### src/rtl/mips_pkg.sv
// Shared MIPS pipeline definitions: opcodes, hazard FSM states, shadow-slot record.
// Latency: n/a (types, constants and a pure helper function only).
// Backpressure: n/a.
package mips_pkg;

    localparam logic [5:0] OP_RTYPE = 6'h00;
    localparam logic [5:0] OP_J     = 6'h02;
    localparam logic [5:0] OP_BEQ   = 6'h04;
    localparam logic [5:0] OP_BNE   = 6'h05;
    localparam logic [5:0] OP_ADDI  = 6'h08;
    localparam logic [5:0] OP_SLTI  = 6'h0A;
    localparam logic [5:0] OP_ANDI  = 6'h0C;
    localparam logic [5:0] OP_ORI   = 6'h0D;
    localparam logic [5:0] OP_LUI   = 6'h0F;
    localparam logic [5:0] OP_LW    = 6'h23;
    localparam logic [5:0] OP_SW    = 6'h2B;

    // Shadow pipeline slot indices
    localparam int SLOT_EX  = 0;
    localparam int SLOT_MEM = 1;
    localparam int SLOT_WB  = 2;

    typedef enum logic [1:0] {
        ST_RUN   = 2'd0,
        ST_STALL = 2'd1,
        ST_FLUSH = 2'd2
    } hz_state_e;

    typedef struct packed {
        logic       valid;
        logic [4:0] dest;
        logic       is_load;
    } shadow_slot_t;

    // True when an in-flight producer writes a register the ID instruction reads.
    // $0 is hardwired, so it never matches.
    function automatic logic src_hit(input shadow_slot_t s,
                                     input logic uses_rs, input logic uses_rt,
                                     input logic [4:0] rs, input logic [4:0] rt);
        return s.valid && (s.dest != 5'd0) &&
               ((uses_rs && (rs == s.dest)) || (uses_rt && (rt == s.dest)));
    endfunction

endpackage

### src/rtl/mips_reg_use.sv
// Opcode decode to destination register, source usage and load flag.
// Latency: purely combinational.
// Backpressure: none.
import mips_pkg::*;

module mips_reg_use (
    input  logic [5:0] i_opcode,
    input  logic [4:0] i_rt,
    input  logic [4:0] i_rd,
    output logic [4:0] o_dest,
    output logic       o_dest_vld,
    output logic       o_uses_rs,
    output logic       o_uses_rt,
    output logic       o_is_load
);

    // Map each opcode class to which fields it writes and reads
    always_comb begin
        o_dest    = 5'd0;
        o_uses_rs = 1'b0;
        o_uses_rt = 1'b0;
        o_is_load = 1'b0;
        case (i_opcode)
            OP_RTYPE: begin
                o_dest    = i_rd;
                o_uses_rs = 1'b1;
                o_uses_rt = 1'b1;
            end
            OP_LW: begin
                o_dest    = i_rt;
                o_uses_rs = 1'b1;
                o_is_load = 1'b1;
            end
            OP_ADDI, OP_SLTI, OP_ANDI, OP_ORI: begin
                o_dest    = i_rt;
                o_uses_rs = 1'b1;
            end
            OP_LUI: begin
                o_dest    = i_rt;
            end
            OP_SW, OP_BEQ, OP_BNE: begin
                o_uses_rs = 1'b1;
                o_uses_rt = 1'b1;
            end
            default: begin
                o_dest    = 5'd0;
            end
        endcase
    end

    // A write to $0 is discarded, so it is not a destination at all
    assign o_dest_vld = (o_dest != 5'd0);

endmodule

### src/rtl/id_hazard_ctrl.sv
// RAW-stall and taken-branch flush controller for the ID stage (FORWARDING_EN: load-use only).
// Latency: enables are combinational from ID fields and registered shadow slots; state updates on clk.
// Backpressure: deasserts pc_write/if_id_write and bubbles ID/EX while a hazard persists.
import mips_pkg::*;

module id_hazard_ctrl #(
    parameter int CNT_W = 16
) (
    input  logic             clk,
    input  logic             rst,
    input  logic             id_valid,
    input  logic [5:0]       id_opcode,
    input  logic [4:0]       id_rs,
    input  logic [4:0]       id_rt,
    input  logic [4:0]       id_rd,
    input  logic             branch_taken,
    output logic             pc_write,
    output logic             if_id_write,
    output logic             id_ex_bubble,
    output logic             flush_if_id,
    output logic             stall,
    output logic [CNT_W-1:0] stall_cycles
);

    logic [4:0]       w_dest;
    logic             w_dest_vld;
    logic             w_uses_rs;
    logic             w_uses_rt;
    logic             w_is_load;
    logic             w_hazard;
    shadow_slot_t     w_id_slot;
    hz_state_e        w_state_nxt;
    hz_state_e        r_state;
    shadow_slot_t     r_slot [3];
    logic [CNT_W-1:0] r_stall_cnt;

    mips_reg_use u_reg_use (
        .i_opcode   (id_opcode),
        .i_rt       (id_rt),
        .i_rd       (id_rd),
        .o_dest     (w_dest),
        .o_dest_vld (w_dest_vld),
        .o_uses_rs  (w_uses_rs),
        .o_uses_rt  (w_uses_rt),
        .o_is_load  (w_is_load)
    );

    assign w_id_slot = '{valid: w_dest_vld, dest: w_dest, is_load: w_is_load};

    // RAW check of the ID sources against producers that cannot yet supply them.
    // WB is excluded: the register file writes first half-cycle, reads second.
    always_comb begin
        w_hazard = 1'b0;
`ifdef FORWARDING_EN
        w_hazard = id_valid && r_slot[SLOT_EX].is_load &&
                   src_hit(r_slot[SLOT_EX], w_uses_rs, w_uses_rt, id_rs, id_rt);
`else
        w_hazard = id_valid &&
                   (src_hit(r_slot[SLOT_EX],  w_uses_rs, w_uses_rt, id_rs, id_rt) ||
                    src_hit(r_slot[SLOT_MEM], w_uses_rs, w_uses_rt, id_rs, id_rt));
`endif
    end

    // Next-state and pipeline enables; flush outranks a stall, reset outranks both
    always_comb begin
        w_state_nxt  = r_state;
        pc_write     = 1'b1;
        if_id_write  = 1'b1;
        id_ex_bubble = 1'b0;
        flush_if_id  = 1'b0;
        stall        = 1'b0;
        if (rst) begin
            w_state_nxt  = ST_RUN;
            pc_write     = 1'b0;
            if_id_write  = 1'b0;
            id_ex_bubble = 1'b1;
            flush_if_id  = 1'b1;
        end else if (branch_taken) begin
            w_state_nxt  = ST_FLUSH;
            id_ex_bubble = 1'b1;
            flush_if_id  = 1'b1;
        end else if (w_hazard) begin
            w_state_nxt  = ST_STALL;
            pc_write     = 1'b0;
            if_id_write  = 1'b0;
            id_ex_bubble = 1'b1;
            stall        = 1'b1;
        end else begin
            w_state_nxt  = ST_RUN;
        end
    end

    // State register records the cause chosen this cycle
    always_ff @(posedge clk) begin
        if (rst) r_state <= ST_RUN;
        else     r_state <= w_state_nxt;
    end

    // Shadow pipeline: advance every cycle, EX gets a bubble when ID does not issue
    always_ff @(posedge clk) begin
        if (rst) begin
            r_slot[SLOT_EX]  <= '0;
            r_slot[SLOT_MEM] <= '0;
            r_slot[SLOT_WB]  <= '0;
        end else begin
            r_slot[SLOT_WB]  <= r_slot[SLOT_MEM];
            r_slot[SLOT_MEM] <= r_slot[SLOT_EX];
            if (stall || branch_taken || !id_valid) r_slot[SLOT_EX] <= '0;
            else                                     r_slot[SLOT_EX] <= w_id_slot;
        end
    end

    // Saturating count of hazard-stalled cycles
    always_ff @(posedge clk) begin
        if (rst)                                    r_stall_cnt <= '0;
        else if (stall && (r_stall_cnt != '1))      r_stall_cnt <= r_stall_cnt + 1'b1;
    end

    assign stall_cycles = r_stall_cnt;

endmodule
### config.mk
export PLATFORM = sky130hd
export DESIGN_NAME = id_hazard_ctrl
export DESIGN_NICKNAME = d
export VERILOG_FILES = /design/src/rtl/mips_pkg.sv /design/src/rtl/mips_reg_use.sv /design/src/rtl/id_hazard_ctrl.sv
export SDC_FILE = /design/constraint.sdc
export NUM_CORES = 1
export LEC_CHECK = 0
export CORE_MARGIN = 10
export CORE_UTILIZATION = 53
export CTS_CLUSTER_DIAMETER = 150
export CTS_CLUSTER_SIZE = 10
export DETAILED_ROUTE_END_ITERATION = 6
export GPL_TIMING_DRIVEN = 0
export PLACE_DENSITY = 0.95
export RECOVER_POWER = 100
export SLEW_MARGIN = 0
export SYNTH_ARGS = -nofsm -noshare
export SYNTH_HDL_FRONTEND = slang
export SYNTH_SLANG_ARGS = --single-unit
### constraint.sdc
create_clock -name clk -period 5.5 [get_ports clk]
set_input_delay 0.825 -clock clk [delete_from_list [all_inputs] [get_ports clk]]
set_output_delay 0.825 -clock clk [all_outputs]
set_load 0.01 [all_outputs]
cell_density.png
The die is cut into 8 by 8 equal tiles; white is low, dark blue is high, 0 to 100% covered.
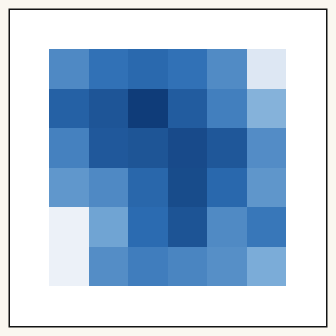
The densest ninth of the die: center. The fullest tile reaches 95%. 22% of the tiles are over 75% full.
Final Util: 71.0%
area of the core: 3340 µm²
Initial Util: 54.6%

clk_routes.png
Scale bar: 20 µm.
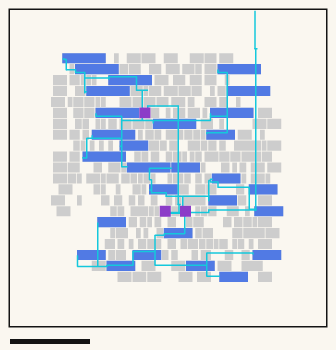
clock wires: drawn in cyan, length 394 µm. clock drivers: drawn in purple, count 3. flip-flops: drawn in blue, count 28.
There are 4 routed clock nets.
Latency at later pin: 340 ps
clk pwr: 94.0 µW
clk_skew: 1.15 ps
share of total power in the clock network: 24.0%

io_placement.png
Pins as bars across the die edge, other pins in gray.
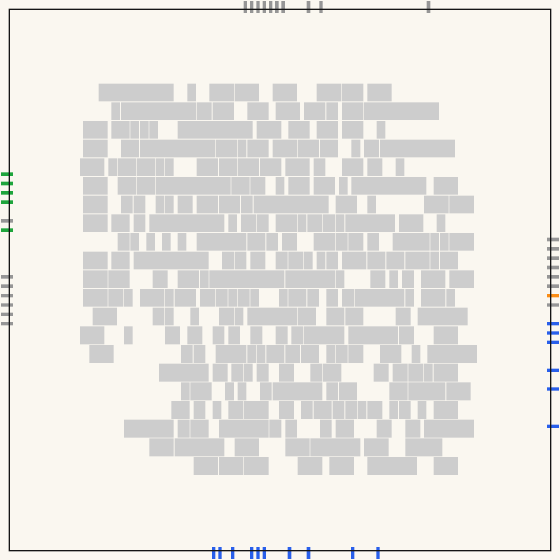
`stall_cycles`: drawn in blue, pins 16, direction output, edge 10 bottom, 6 right. `id_rd`: drawn in green, pins 5, direction input, edge left. `rst`: drawn in orange, pins 1, direction input, edge right.
All pins by edge: 14 right, 12 left, 10 top, 10 bottom.
Die H: 78.7 µm
chip width: 78.7 µm

==> impl_metrics.toml <==
# flow metrics
[floorplan]
ios = 46
rows = 21
num_tap_cells = 46

[sta]
holdWs_ps = 508
setup_viol = 0
hold_viol = 0

[placement]
routabilityCongestion = 0.843
dp_hpwl_mm = 3.83

[logic_synthesis]
postSynthSeqShare_pct = 37.3
synth_cells = 210
yosys_area_um2 = 1820
most_common_cell = "xnor2_1"

[route]
wl_met2_mm = 2.28
drt_iter0_markers = 173
via_count = 1814

[global_routing]
grt_usage_pct = 15.1
grt_overflow = 0

[clock_network]
cts.root.buffer_cell = "clkbuf_4"
htree_levels = 1
clockBufferDepth = 2

[setup_path]
path_max_fanout = 10
r2r_slack_ps = 2520
end_kind = "output pin"
cp-startpoint = "id_opcode[1]"
cp_data_required_time_ps = 4680
crit_path_start_kind = "input port"
crit_slowest_cell = "dlygate4sd3_1"
r2r_cells = 8

[final_layout]
stdcell_count = 315
clk_share_pct = 1.11
nFillCells = 283
n_all_buffers = 53
largest_reg_flops = 16
seq_share_pct = 28.7
nNonClkInverters = 4
comb_cells = 180

[worst_hold_path]
worstHoldPathCells = 2
hold_start = "stall_cycles[13]"
hold_end = "stall_cycles[13]"

[job]
warning_count = 26

[power]
seqPwrFrac_pct = 58.2
ir_worst_vdd_uv = 119
p_leak_nw = 0.806

[outcome]
status = "finished clean"
Power is estimated from default activity; no workload was simulated.
